===== config.mk =====
export PLATFORM = sky130hd
export DESIGN_NAME = apb_wwdt_mc
export DESIGN_NICKNAME = d
export VERILOG_FILES = /design/src/rtl/apb_wwdt_mc.sv
export SDC_FILE = /design/constraint.sdc
export NUM_CORES = 1
export LEC_CHECK = 0
export CAP_MARGIN = 20
export CORE_ASPECT_RATIO = 1.25
export CORE_MARGIN = 3
export CORE_UTILIZATION = 30
export DETAILED_ROUTE_END_ITERATION = 8
export PLACE_DENSITY = 0.45
export REMOVE_ABC_BUFFERS = 1
export SETUP_SLACK_MARGIN = 0.5
export SLEW_MARGIN = 15
export SYNTH_ARGS = -nofsm -noshare
export SYNTH_HDL_FRONTEND = slang
export SYNTH_SLANG_ARGS = --single-unit

===== constraint.sdc =====
create_clock -name pclk -period 3.12 [get_ports pclk]
set_input_delay 0.624 -clock pclk [delete_from_list [all_inputs] [get_ports pclk]]
set_output_delay 0.624 -clock pclk [all_outputs]
set_load 0.01 [all_outputs]

===== src/rtl/apb_wwdt_mc.sv =====
// ---------------------------------------------------------------------------
// apb_wwdt_mc -- multi-channel windowed watchdog timer with an APB slave port
//
// Each of NCH channels has its own down-counter that reloads from LOAD. A
// channel expiring (COUNT reaches 0 while enabled) sets STATUS.to; if it
// expires again while STATUS.to is still set and rst_en is on, a sticky
// system reset request is raised. With win_en set, a refresh kick that
// arrives while COUNT is still above WINDOW is an early kick: it is flagged
// and does not reload.
//
// Ports:
//   pclk         clock, all logic on the rising edge
//   prstn        synchronous active-low reset
//   paddr        APB byte address (8 bits)
//   psel/penable/pwrite, pwdata  APB request
//   prdata       APB read data (combinational)
//   pready       always 1 (no wait states)
//   pslverr      error on unmapped/illegal access (access phase only)
//   wdt_intr     per-channel level interrupt
//   wdt_rst_req  sticky reset request, cleared only by prstn
//
// Register map: channel c at 0x10*c: CTRL +0x0, LOAD +0x4, WINDOW +0x8,
// COUNT +0xC (RO). Global: KICK 0x80 (WO), STATUS 0x84 (W1C), ID 0x88 (RO).
// ---------------------------------------------------------------------------
module apb_wwdt_mc #(
    parameter int NCH = 4,
    parameter int CW  = 16
) (
    input  logic           pclk,
    input  logic           prstn,
    input  logic [7:0]     paddr,
    input  logic           psel,
    input  logic           penable,
    input  logic           pwrite,
    input  logic [31:0]    pwdata,
    output logic [31:0]    prdata,
    output logic           pready,
    output logic           pslverr,
    output logic [NCH-1:0] wdt_intr,
    output logic           wdt_rst_req
);

    localparam logic [31:0] ID_VALUE = {16'h5744, 8'(NCH), 8'(CW)};
    localparam logic [3:0]  NCH_U    = 4'(NCH);

    logic [NCH-1:0][3:0]    ctrl;
    logic [NCH-1:0][CW-1:0] load;
    logic [NCH-1:0][CW-1:0] window;
    logic [NCH-1:0][CW-1:0] count;
    logic [NCH-1:0]         en_prev;
    logic [NCH-1:0]         st_to;
    logic [NCH-1:0]         st_early;
    logic                   rst_req;

    logic [2:0] ch;
    logic [3:0] off;
    logic       ch_space, ch_valid;
    logic       hit_ctrl, hit_load, hit_win, hit_count;
    logic       hit_kick, hit_status, hit_id;
    logic       mapped, access, bad_access, wr_ok, kick_ok;

    logic [NCH-1:0] sel, start, kick, early_kick, refresh, timeout;
    logic [NCH-1:0] clr_to, clr_early;
    logic           rst_set;

    // Address decode. Channel space is the lower half of the map; a
    // channel index at or above NCH is treated as unmapped.
    assign ch       = paddr[6:4];
    assign off      = paddr[3:0];
    assign ch_space = ~paddr[7];
    assign ch_valid = ({1'b0, ch} < NCH_U);

    assign hit_ctrl   = ch_space & ch_valid & (off == 4'h0);
    assign hit_load   = ch_space & ch_valid & (off == 4'h4);
    assign hit_win    = ch_space & ch_valid & (off == 4'h8);
    assign hit_count  = ch_space & ch_valid & (off == 4'hC);
    assign hit_kick   = (paddr == 8'h80);
    assign hit_status = (paddr == 8'h84);
    assign hit_id     = (paddr == 8'h88);
    assign mapped     = hit_ctrl | hit_load | hit_win | hit_count |
                        hit_kick | hit_status | hit_id;

    assign access     = psel & penable;
    assign bad_access = ~mapped | (pwrite & (hit_count | hit_id)) | (~pwrite & hit_kick);
    assign pslverr    = prstn & access & bad_access;
    assign wr_ok      = prstn & access & pwrite & ~bad_access;
    assign pready     = 1'b1;

    // A kick only counts with the 0xA55A key in the upper half-word.
    assign kick_ok = wr_ok & hit_kick & (pwdata[31:16] == 16'hA55A);

    // Per-channel event resolution. Priority: enable-edge load, then a
    // valid refresh, then expiry. A refresh on the expiry cycle therefore
    // suppresses the timeout. Kicks landing on the enable-edge cycle are
    // absorbed by that load.
    always_comb begin
        sel        = '0;
        start      = '0;
        kick       = '0;
        early_kick = '0;
        refresh    = '0;
        timeout    = '0;
        rst_set    = 1'b0;
        for (int c = 0; c < NCH; c++) begin
            sel[c]        = (ch == 3'(c));
            start[c]      = ctrl[c][0] & ~en_prev[c];
            kick[c]       = kick_ok & pwdata[c] & ctrl[c][0] & ~start[c];
            early_kick[c] = kick[c] & ctrl[c][3] & (count[c] > window[c]);
            refresh[c]    = kick[c] & ~early_kick[c];
            timeout[c]    = ctrl[c][0] & ~start[c] & ~refresh[c] & (count[c] == '0);
            // Second expiry with STATUS.to still pending, or an early kick,
            // escalates to a system reset request when rst_en is set.
            if (ctrl[c][2] & ((timeout[c] & st_to[c]) | early_kick[c]))
                rst_set = 1'b1;
        end
    end

    // W1C masks for STATUS: to in [NCH-1:0], early in [8+NCH-1:8].
    assign clr_to    = (wr_ok & hit_status) ? pwdata[NCH-1:0]  : '0;
    assign clr_early = (wr_ok & hit_status) ? pwdata[8 +: NCH] : '0;

    // Register file and counters. New STATUS sets are OR-ed in after the
    // W1C mask so a set in the same cycle as a clear survives.
    always_ff @(posedge pclk) begin
        if (!prstn) begin
            ctrl     <= '0;
            load     <= '0;
            window   <= '0;
            count    <= '0;
            en_prev  <= '0;
            st_to    <= '0;
            st_early <= '0;
            rst_req  <= 1'b0;
        end else begin
            for (int c = 0; c < NCH; c++) begin
                if (wr_ok & hit_ctrl & sel[c])
                    ctrl[c] <= pwdata[3:0];
                if (wr_ok & hit_load & sel[c])
                    load[c] <= pwdata[CW-1:0];
                if (wr_ok & hit_win & sel[c])
                    window[c] <= pwdata[CW-1:0];
                en_prev[c] <= ctrl[c][0];
                if (start[c] | refresh[c] | timeout[c])
                    count[c] <= load[c];
                else if (ctrl[c][0] && (count[c] != '0))
                    count[c] <= count[c] - CW'(1);
            end
            st_to    <= (st_to & ~clr_to) | timeout;
            st_early <= (st_early & ~clr_early) | early_kick;
            if (rst_set)
                rst_req <= 1'b1;
        end
    end

    // Read mux: only during a read transfer, and never while in reset.
    always_comb begin
        prdata = '0;
        if (prstn & psel & ~pwrite) begin
            if (hit_status) begin
                prdata[NCH-1:0]  = st_to;
                prdata[8 +: NCH] = st_early;
            end else if (hit_id) begin
                prdata = ID_VALUE;
            end
            for (int c = 0; c < NCH; c++) begin
                if (sel[c]) begin
                    if (hit_ctrl)  prdata = 32'(ctrl[c]);
                    if (hit_load)  prdata = 32'(load[c]);
                    if (hit_win)   prdata = 32'(window[c]);
                    if (hit_count) prdata = 32'(count[c]);
                end
            end
        end
    end

    always_comb begin
        wdt_intr = '0;
        for (int c = 0; c < NCH; c++)
            wdt_intr[c] = ctrl[c][1] & (st_to[c] | st_early[c]);
    end

    assign wdt_rst_req = rst_req;

endmodule


==> images/density.png <==
(1 px per um) 20 x 25 tiles, from dark purple (low) to yellow (high), 0 to 100% covered.
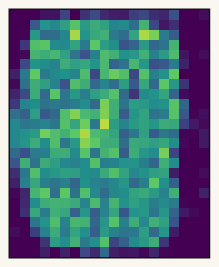
The densest ninth of the die: middle. 2.6% of the tiles are over 75% full. The fullest tile reaches 90%. The mean over all tiles is 38%. 17% of the tiles are nearly empty.
initial cell density of the core: 30.6%
end-of-flow core utilization: 42.3%
area of the core region: 45,500 um^2

==> images/registers.png <==
(1.5 px per um) Other sequential cells in the stronger gray, the rest of the logic in the fainter gray.
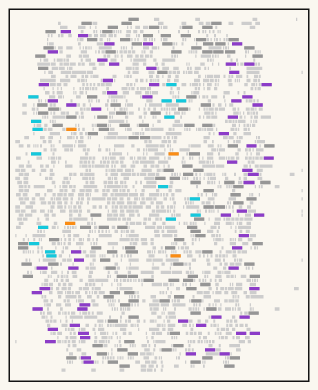
Key: cyan = ctrl [sequential cells 16]; orange = st_to [sequential cells 4]; purple = count [sequential cells 64, where spread over the die]
power attributed to sequential cells: 2.82 mW
combined flip-flop and latch cell area: 4440 um^2
flop share of the area: 23.1%

==> images/final_clocks.png <==
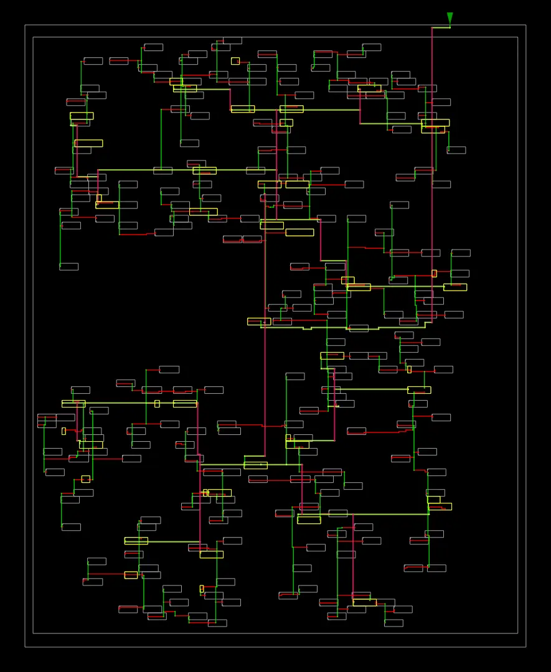
TritonCTS Sinks: 221
CLK BUF: 36
setup clock skew after layout: 0.00880 ns
num sequential: 221
Clock Power: 3.33 mW

==> images/port_nets.png <==
(1.5 px per um)
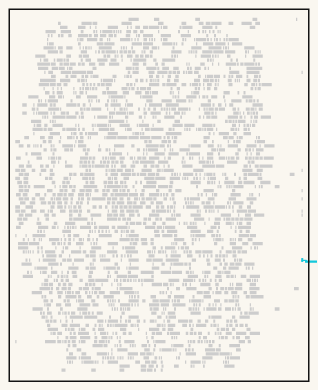
Key: cyan = pready [bits 1, direction output, end cells 1, buffers 0, wire 4.80 um]

==> images/gate_families.png <==
(2 px per um)
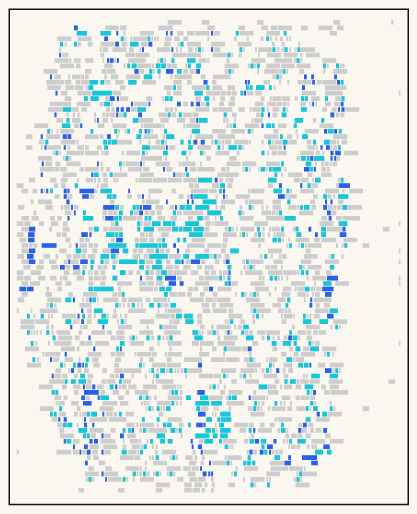
Key: cyan = inverting AOI/OAI gates [cells 465, most used a21oi_1]; blue = NOR gates [cells 240, most used nor2_1, where spread over the die]
logic share of the area: 49.5%
final std cells w/o fill: 2,694
top logic cell by instance count in the layout: nand2_1

==> run_summary.xml <==
<?xml version="1.0" encoding="UTF-8"?>
<metrics>
  <group name="global_routing">
    <metric name="grt_use_total" unit="%">24.4</metric>
    <metric name="initial_antenna_violation_count" unit="">0</metric>
    <metric name="grt_first_pass_wirelength" unit="um">90700</metric>
  </group>
  <group name="pwr">
    <metric name="pwr-share-comb" unit="%">8.5</metric>
    <metric name="fin_total_pwr" unit="mW">6.72</metric>
    <metric name="comb_cell_power" unit="mW">0.568</metric>
    <metric name="power_group_with_the_highest_consumption" unit="">the clock network</metric>
    <metric name="leakage" unit="nW">6.92</metric>
    <metric name="power.clock.fraction" unit="%">49.5</metric>
    <metric name="power.switching_fraction" unit="%">24.6</metric>
  </group>
  <group name="critical_path">
    <metric name="worstSetupEndpointType" unit="">output port</metric>
    <metric name="worstPathCellList" unit="">buf_12 -&gt; nor2b_4 -&gt; buf_4 -&gt; buf_12 -&gt; a22oi_2 -&gt; buf_4 -&gt; nor2_1 -&gt; a21oi_2 -&gt; a31oi_1 -&gt; a311oi_1 -&gt; nor2_1 -&gt; buf_4 -&gt; buf_6</metric>
    <metric name="most_numerous_cell_on_the_critical_path" unit="">buf_4</metric>
    <metric name="cp.arrival" unit="ns">2.49</metric>
    <metric name="path_depth" unit="">13</metric>
    <metric name="crit_path_start_kind" unit="">primary input</metric>
    <metric name="worst_path_largest_cell_delay" unit="ns">0.30</metric>
    <metric name="length_in_cells_of_the_worst_reg_to_reg_path" unit="">11</metric>
    <metric name="worst_path_dominant_cell_family" unit="">buffers and inverters</metric>
    <metric name="required" unit="ns">2.50</metric>
  </group>
  <group name="floorplan">
    <metric name="die_width" unit="um">199</metric>
    <metric name="row_count" unit="">87</metric>
    <metric name="chipArea" unit="um^2">49100</metric>
    <metric name="die_height" unit="um">247</metric>
  </group>
  <group name="layout">
    <metric name="nets_final" unit="">2211</metric>
    <metric name="drive_above_1_share" unit="%">25.8</metric>
    <metric name="final_design_area_no_fill" unit="um^2">19200</metric>
    <metric name="final_cell_mix" unit="">nand2_1, dfxtp_1, buf_4</metric>
    <metric name="diodes" unit="">0</metric>
  </group>
  <group name="route">
    <metric name="postRouteWirelength" unit="um">62000</metric>
    <metric name="drtIter0Drc" unit="">1085</metric>
    <metric name="firstDrtPassIters" unit="">5</metric>
    <metric name="drcViolationCount" unit="">0</metric>
    <metric name="number_of_nets_with_antenna_violations_after_routing" unit="">0</metric>
    <metric name="detail_route.wl_per_cell" unit="um">23.0</metric>
  </group>
  <group name="flow_run">
    <metric name="log.warning_count" unit="">27</metric>
    <metric name="timing.max_cap.violations" unit="">0</metric>
  </group>
  <group name="status">
    <metric name="status" unit="">finished clean</metric>
  </group>
  <group name="synthesis">
    <metric name="syn-cell-area" unit="um^2">13900</metric>
    <metric name="topCellsByArea" unit="">dfxtp_1, nand2_1, a21oi_1, ha_1, nor2_1</metric>
    <metric name="yosys-stat-cells" unit="">1876</metric>
    <metric name="yosys-top-cells-count" unit="">nand2_1, dfxtp_1, a21oi_1</metric>
    <metric name="synthesis.area_per_instance" unit="um^2">7.43</metric>
    <metric name="synth.ff_latch_count" unit="">221</metric>
    <metric name="yosys.cell_count.top_type" unit="">nand2_1</metric>
    <metric name="synthDominantCellAreaShare" unit="%">31.8</metric>
    <metric name="yosys_area" unit="um^2">13900</metric>
    <metric name="yosys.area_share.xor_xnor" unit="%">2.58</metric>
    <metric name="synthesis.yosys.warnings" unit="">0</metric>
  </group>
  <group name="min_path">
    <metric name="worst_hold_path_type" unit="">reg -&gt; reg</metric>
    <metric name="hold_path_depth" unit="">2</metric>
  </group>
  <group name="timing">
    <metric name="finalHoldViolCount" unit="">0</metric>
    <metric name="timing_max_transition_violations_final" unit="">0</metric>
    <metric name="final_critical_path_time_including_i_o_delays_and_setup" unit="ns">3.11</metric>
    <metric name="unrepaired_setup_endpoints_after_global_routing" unit="">yes</metric>
    <metric name="timing.final.crit_share" unit="%">99.7</metric>
    <metric name="setup-tns-final" unit="ns">0</metric>
  </group>
  <group name="clock_network">
    <metric name="clk_pin_slew_worst_paths" unit="ns">0.07</metric>
    <metric name="tritoncts.num_buffers" unit="">26</metric>
    <metric name="postCtsSetupRepairBufs" unit="">33</metric>
    <metric name="cts.hold.buffers_added" unit="">0</metric>
    <metric name="cts.repair.resized" unit="">264</metric>
  </group>
  <group name="placement">
    <metric name="finalWeightedCongestion" unit="">0.917</metric>
    <metric name="place_hpwl" unit="um">45800</metric>
  </group>
</metrics>
[path summary, 6_finish.rpt]
| check | start | endpoint | slack [ns] |
|---|---|---|---|
| setup reg to reg | window[63] | wdt_rst_req | 0.52 |
| hold reg to reg | window[39] | window[39] | 0.46 |
| hold / removal | window[39] | window[39] | 0.46 |
| setup / recovery | paddr[2] | prdata[8] | 0.008 |
[area by class of cell]
cell class | count | area, um^2
clock buffers | 36 | 759
multi-input cells | 1425 | 9530
inverters | 85 | 324
fillers | 4613 | 26300
flip-flops and latches | 221 | 4440
well taps | 578 | 723
clock inverters | 10 | 158
repair buffers | 339 | 3310
[metal layers]
layer	global-route usage, %	share of wire, %	vias up
li1	-	-	7103
met1	31.1	43	7200
met2	42.6	49	435
met3	2.48	4.5	117
met4	8.64	4.0	0
met5	0	0	-
Power figures rest on the tool's default switching activity, not on a simulated workload.
